**config.mk**
```make
export PLATFORM = sky130hd
export DESIGN_NAME = irq_ctrl_flat
export DESIGN_NICKNAME = d
export VERILOG_FILES = /design/src/rtl/irq_ctrl_if.sv /design/src/rtl/irq_ctrl.sv /design/src/flat_wrapper.sv
export SDC_FILE = /design/constraint.sdc
export NUM_CORES = 1
export LEC_CHECK = 0
export CORE_MARGIN = 2
export CORE_UTILIZATION = 38
export CTS_CLUSTER_DIAMETER = 50
export CTS_CLUSTER_SIZE = 24
export DETAILED_ROUTE_END_ITERATION = 12
export GPL_ROUTABILITY_DRIVEN = 0
export GPL_TIMING_DRIVEN = 0
export PLACE_DENSITY_LB_ADDON = 0.12
export SETUP_SLACK_MARGIN = 0.3
export SYNTH_ARGS = -nofsm -noshare
export SYNTH_HDL_FRONTEND = slang
export SYNTH_SLANG_ARGS = --single-unit
```
**constraint.sdc**
```tcl
create_clock -name clk -period 1.4 [get_ports clk]
set_clock_uncertainty 0.05 [all_clocks]
set_input_delay 0.14 -clock clk [delete_from_list [all_inputs] [get_ports clk]]
set_output_delay 0.14 -clock clk [all_outputs]
set_load 0.02 [all_outputs]
```
**src/rtl/irq_ctrl_if.sv**
```systemverilog
// Register-window bus between the CPU data-memory I/O path (master) and irq_ctrl (slave).
interface irq_ctrl_if;
    logic [4:0]  reg_addr;
    logic        reg_we;
    logic        reg_re;
    logic [31:0] reg_wdata;
    logic [31:0] reg_rdata;

    modport master (output reg_addr, reg_we, reg_re, reg_wdata, input reg_rdata);
    modport slave  (input reg_addr, reg_we, reg_re, reg_wdata, output reg_rdata);
endinterface

```
**src/rtl/irq_ctrl.sv**
```systemverilog
// irq_ctrl: synchronises, latches, masks and priority-encodes NUM_SRC interrupt sources for CP0.
// Optional compare timer on bit 31 is compiled in by defining IRQ_TIMER_EN.
module irq_ctrl #(
    parameter int unsigned NUM_SRC = 4
) (
    input  logic               clk,
    input  logic               rst,
    input  logic               stall,
    input  logic [NUM_SRC-1:0] irq_src,
    irq_ctrl_if.slave          regBus,
    output logic               irq_out,
    output logic [4:0]         irq_id,
    input  logic               irq_ack
);
    typedef enum logic [2:0] {
        REG_STATUS = 3'd0,
        REG_MASK   = 3'd1,
        REG_MODE   = 3'd2,
        REG_CLEAR  = 3'd3,
        REG_TCNT   = 3'd4,
        REG_TCMP   = 3'd5,
        REG_RSV6   = 3'd6,
        REG_RSV7   = 3'd7
    } regSel_e;

    localparam logic [31:0] SRC_BITS = 32'((64'd1 << NUM_SRC) - 64'd1);
`ifdef IRQ_TIMER_EN
    localparam logic [31:0] TIMER_BIT = 32'h8000_0000;
`else
    localparam logic [31:0] TIMER_BIT = 32'h0000_0000;
`endif
    localparam logic [31:0] IMPL_BITS = SRC_BITS | TIMER_BIT;

    logic [NUM_SRC-1:0] s1, s2, s3;
    logic [31:0]        pending, pendingNext, mask, mode, rdata, rdSel;
    logic [31:0]        edgeVec, levelVec, clrVec, active;
    logic [4:0]         lowId;
    logic               wrEn, rdEn, ackEn;
    regSel_e            sel;
    logic [1:0]         unusedAddr;

    assign sel        = regSel_e'(regBus.reg_addr[4:2]);
    assign unusedAddr = regBus.reg_addr[1:0];
    assign wrEn       = regBus.reg_we & ~stall;
    assign rdEn       = regBus.reg_re & ~stall;
    assign ackEn      = irq_ack & ~stall & irq_out;
    assign active     = pending & mask;

`ifdef IRQ_TIMER_EN
    logic [31:0] cnt, cmp;
    logic        timerHit;

    assign timerHit = (cnt == cmp);

    // Counter runs through stall; an explicit CNT write beats both increment and wrap.
    always_ff @(posedge clk or negedge rst) begin
        if (!rst) begin
            cnt <= '0;
            cmp <= '1;
        end else begin
            if (wrEn && sel == REG_TCNT)
                cnt <= regBus.reg_wdata;
            else if (timerHit)
                cnt <= '0;
            else
                cnt <= cnt + 32'd1;
            if (wrEn && sel == REG_TCMP)
                cmp <= regBus.reg_wdata;
        end
    end
`endif

    // Edge bits: set wins over clear/ack. Level bits: follow s2 directly.
    always_comb begin
        edgeVec  = 32'(s2 & ~s3);
        levelVec = 32'(s2);
`ifdef IRQ_TIMER_EN
        edgeVec[31] = timerHit;
`endif
        clrVec = '0;
        if (wrEn && sel == REG_CLEAR)
            clrVec = regBus.reg_wdata;
        if (ackEn)
            clrVec[irq_id] = 1'b1;
        pendingNext = ((mode & (edgeVec | (pending & ~clrVec))) | (~mode & levelVec)) & IMPL_BITS;
    end

    always_comb begin
        lowId = '0;
        for (int unsigned i = 32; i > 0; i--) begin
            if (active[5'(i - 1)])
                lowId = 5'(i - 1);
        end
    end

    always_comb begin
        rdSel = '0;
        case (sel)
            REG_STATUS: rdSel = pending;
            REG_MASK:   rdSel = mask;
            REG_MODE:   rdSel = mode;
`ifdef IRQ_TIMER_EN
            REG_TCNT:   rdSel = cnt;
            REG_TCMP:   rdSel = cmp;
`endif
            default:    rdSel = '0;
        endcase
    end

    always_ff @(posedge clk or negedge rst) begin
        if (!rst) begin
            s1      <= '0;
            s2      <= '0;
            s3      <= '0;
            pending <= '0;
            mask    <= '0;
            mode    <= IMPL_BITS;
            rdata   <= '0;
            irq_out <= 1'b0;
            irq_id  <= '0;
        end else begin
            s1      <= irq_src;
            s2      <= s1;
            s3      <= s2;
            pending <= pendingNext;
            if (wrEn && sel == REG_MASK)
                mask <= regBus.reg_wdata & IMPL_BITS;
            if (wrEn && sel == REG_MODE)
                mode <= (regBus.reg_wdata & IMPL_BITS) | TIMER_BIT;
            if (rdEn)
                rdata <= rdSel;
            irq_out <= |active;
            if (|active)
                irq_id <= lowId;
        end
    end

    assign regBus.reg_rdata = rdata;
endmodule

```
**src/flat_wrapper.sv**
```systemverilog
// flat-port wrapper written by rule: the top's interface ports become plain ports
module irq_ctrl_flat 
#(
    parameter int unsigned NUM_SRC = 4
)
  (clk, rst, stall, irq_src, irq_out, irq_id, irq_ack, regBus_reg_addr, regBus_reg_we, regBus_reg_re, regBus_reg_wdata, regBus_reg_rdata);
  irq_ctrl_if regBus_i ();
  input  logic clk;
  input  logic rst;
  input  logic stall;
  input  logic [NUM_SRC-1:0] irq_src;
  output logic irq_out;
  output logic [4:0] irq_id;
  input  logic irq_ack;
  input wire logic [$bits(regBus_i.reg_addr)-1:0] regBus_reg_addr;
  input wire logic [$bits(regBus_i.reg_we)-1:0] regBus_reg_we;
  input wire logic [$bits(regBus_i.reg_re)-1:0] regBus_reg_re;
  input wire logic [$bits(regBus_i.reg_wdata)-1:0] regBus_reg_wdata;
  output wire logic [$bits(regBus_i.reg_rdata)-1:0] regBus_reg_rdata;
  assign regBus_i.reg_addr = regBus_reg_addr;
  assign regBus_i.reg_we = regBus_reg_we;
  assign regBus_i.reg_re = regBus_reg_re;
  assign regBus_i.reg_wdata = regBus_reg_wdata;
  assign regBus_reg_rdata = regBus_i.reg_rdata;
  irq_ctrl #(.NUM_SRC(NUM_SRC)) u_core (.clk(clk), .rst(rst), .stall(stall), .irq_src(irq_src), .regBus(regBus_i), .irq_out(irq_out), .irq_id(irq_id), .irq_ack(irq_ack));
endmodule
```
==> impl_metrics.csv <==
group,metric,value,unit
final_layout,antenna_cells,0,
sta,finalWorstSetupSlack,0.129,ns
synth,ys.warnings.count,0,
placement,number_of_placed_cells_counting_well_taps,222,
synth,synth-edff-count,0,
final_layout,layout.nets,230,
global_route,first_pass_grt_wire_length,4490,µm
route,first_pass_iters,4,
route,routedLengthMet1,1260,µm
clock_tree,post-cts-setup-buffers,2,
sta,timing.hold.ws,-0.0300,ns
sta,final-max-slew-violation-count,0,
min_path,worstHoldPathType,"in -> async",
synth,syn-mean-instance-area,12.2,µm²
synth,numSynthFlops,31,
synth,synth-main-ff-cell,"dfrtp_1",
critical_path,reg2reg_to,"u_core.pending[0]",
sta,grt_setup_unrepaired,"true",
global_route,antenna_violations_before_repair,0,
synth,ys_top_logic_family,"buffers and inverters",
critical_path,crit_chain,"nor4bb_4 -> a21oi_1 -> a22o_1",
outcome,violated_checks,"hold timing",
synth,synth-simple-area-share,0.106,
job,max-cap-violations,0,
critical_path,setup.reg_to_reg.worst_slack,0.13,ns
die,core_util_floorplan,0.403,
critical_path,r2r-start,"u_core.irq_id[0]",
route,met3_length,299,µm
die,die_width,66.8,µm
final_layout,layout-drive-gt1-share,0.397,
final_layout,layout.cells.most_common,"buf_4",
sta,timing.final.crit_period,1.27,ns
critical_path,cell_with_the_largest_stage_delay_on_the_worst_path,"dfrtp_2",
power_and_ir_drop,total_power,2530,µW
die,die_height,66.8,µm
synth,compound_share_synth,0.104,
sta,fin_crit_sh,0.908,
synth,mappedNetlistArea,1500,µm²
die,num_rows,22,
critical_path,timing.critical_path.buf_inv,0,
critical_path,critical_path.startpoint_type,"register",
critical_path,path_class,"reg -> reg",
sta,max_freq,787,MHz
sta,total_count_of_hold_check_failures_in_the_final_report,27,
clock_tree,worst_skew_pair.late_latency,0.28,ns
global_route,grt.met3_usage,0.0405,
sta,worst_pin_slew,0.765,ns
power_and_ir_drop,max-vdd-ir-drop,0.000653,V
clock_tree,cts_max_level,2,
route,drt_iter0_markers,35,
critical_path,critical_path.max_fanout,4,
synth,synth-area-yosys,1500,µm²
critical_path,timing.critical_path.to_type,"register",
clock_tree,clk_pin_slew,0.07,ns
critical_path,crit_path_max_incr_delay,0.44,ns
final_layout,syn2layout_area_growth,31.4,%
global_route,grt_pass1_vias,987,
placement,numPortBuffers,21,
global_route,grt_overflow,0,
critical_path,worstSetupPathDepth,3,
power_and_ir_drop,power_density,1290,nW/µm²
synth,proportion_of_register_bits_with_asynchronous_set_or_reset_after_synthesis,1.00,
synth,yosysSeqAreaShare,0.521,
synth,synthDominantAreaCellType,"dfrtp_1",
final_layout,utilization,0.530,
route,drc,0,
clock_tree,clock_sinks,31,
job,stage_log_warnings,60,
synth,post-synth-top-area-fraction,0.451,
placement,placed_cell_area,1900,µm²
outcome,run_status,"finished with violations",
sta,slew_headroom,0.490,
final_layout,fin_area,1970,µm²
synth,ys_sh_xor,0,
placement,dp_hpwl,2080,µm
synth,yosysCellCount,123,
clock_tree,cts_resized,34,
critical_path,critPathArrivalTime,1.39,ns
global_route,grt_max_degree,32,
synth,adder_share,0,
synth,postSynthCellCount,123,
global_route,globalRoute.busiestLayer,"met2",
route,viasPerCell,4.34,
critical_path,worst_ep_required_time,1.52,ns
synth,yosys.cell_types.count,32,
sta,tns,0,ns
clock_tree,cts_tree,"yes",
final_layout,layout_top_cells,"buf_4 (34), conb_1 (31), dfrtp_1 (24)",
synth,synth.area.mux_share,0.0968,
placement,pre_cts_slack,-0.501,ns
synth,common_cells,"buf_4 (32), dfrtp_1 (27), nand2_1 (8)",
critical_path,r2r.worst_path.cells,3,
sta,final_setup_violation_count,0,
die,ioPinCount,85,
die,die_area,4460,µm²
route,met2_length,1210,µm
critical_path,endpoint_of_the_most_critical_setup_path,"u_core.pending[0]",
final_layout,stdcell_count,232,
critical_path,worstSetupStartpoint,"u_core.irq_id[0]",
critical_path,path_delay_family,"flip-flops",
global_route,grt_use_met1,0.168,
power_and_ir_drop,static_leakage_power,0.000997,µW
clock_tree,cts_made_buffers,5,
die,placeableCoreArea,3720,µm²
clock_tree,max-clock-path-buffers,2,
route,top_layer_used,"met4",
synth,yosys.cell_count.top_type,"buf_4",
route,ant_nets,0,
synth,netlist_top_cells_area,"dfrtp_1 (45%), buf_4 (16%), dfstp_2 (7.0%)",
clock_tree,cts_root_buf,"clkbuf_8",
## layout make-up
cell class | count | area [µm²]
Fill cell | 332 | 1750
Sequential cell | 31 | 785
Multi-Input combinational cell | 88 | 593
Buffer | 33 | 255
Timing Repair Buffer | 23 | 189
Clock buffer | 5 | 68.8
Tap cell | 48 | 60.1
Clock inverter | 3 | 15.0
Inverter | 1 | 3.75
## sequential cells by signal, indices dropped and copies added, names as in the netlist
register and cells:
u_core.irq_out 1, u_core.s3 4, u_core.mode 4, u_core.s1 4, u_core.regBus.reg_rdata 4, u_core.pending 4
u_core.mask 4, u_core.irq_id 2, u_core.s2 4
## power by group
group,leakage (µW),switching (µW),internal (µW),total [µW]
Combinational,0.000587,326,325,650
Sequential,0.000363,143,1070,1220
Clock,0.0000477,324,339,663
Total,0.000997,793,1740,2530
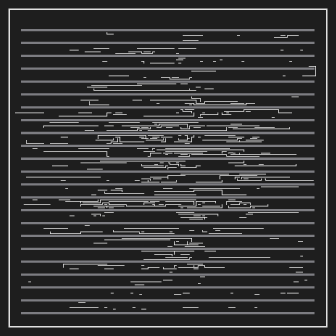
Fig. 1. Signal wires on met1.
Supply wires on this layer in grey.
share of all routed wire	45%
main direction	horizontal
wire length on this layer	1260 µm
nets with wire on the layer	151

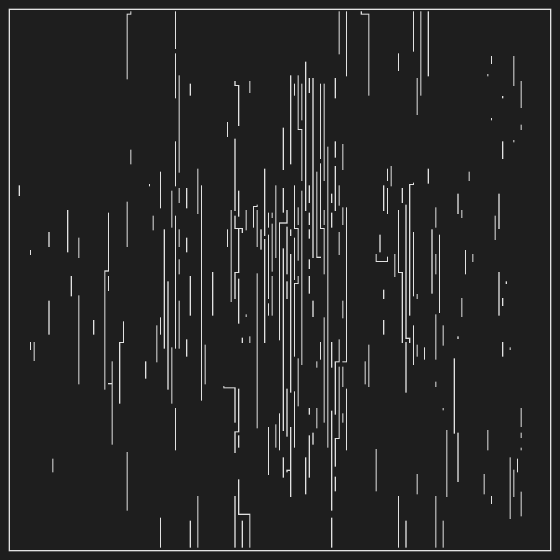
Fig. 2. M2 wires.
wire length on this layer	1210 µm
nets with wire on the layer	160
routed via count: 1006
met2 global-route usage: 0.225

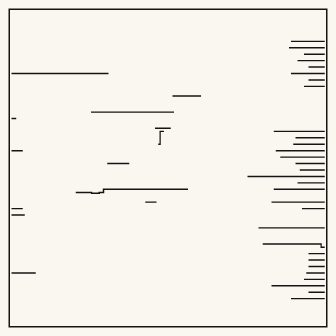
Fig. 3. Metal 3.
share of all routed wire	11%
wire length on this layer	300 µm
main direction	horizontal

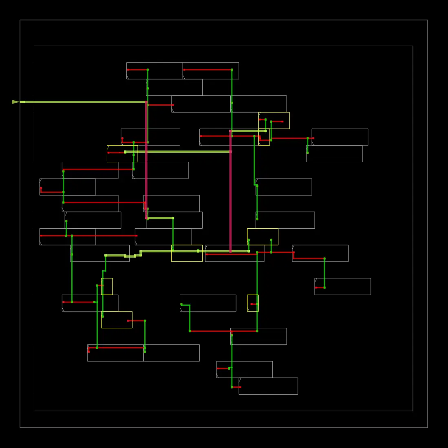
Fig. 4. Clock wiring as the flow saved it.
number of sequential cells in the layout: 31
clock network power: 663 µW

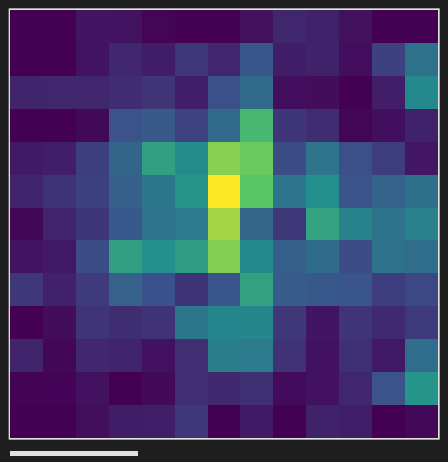
Fig. 5. Wiring heat map.
Scale bar: 20 µm. 13 x 13 tiles, from dark purple (low) to yellow (high), scaled to the fullest tile. Values are wire area over tile area, all layers added.
mean over tiles	0.11
nearly empty tiles	14%
densest ninth of the die	centre
Total Wirelength: 2830 µm
Routed WL per cell: 12.2 µm
Total Routing Usage GR: 0.141

Power and IR drop assume default switching activity.
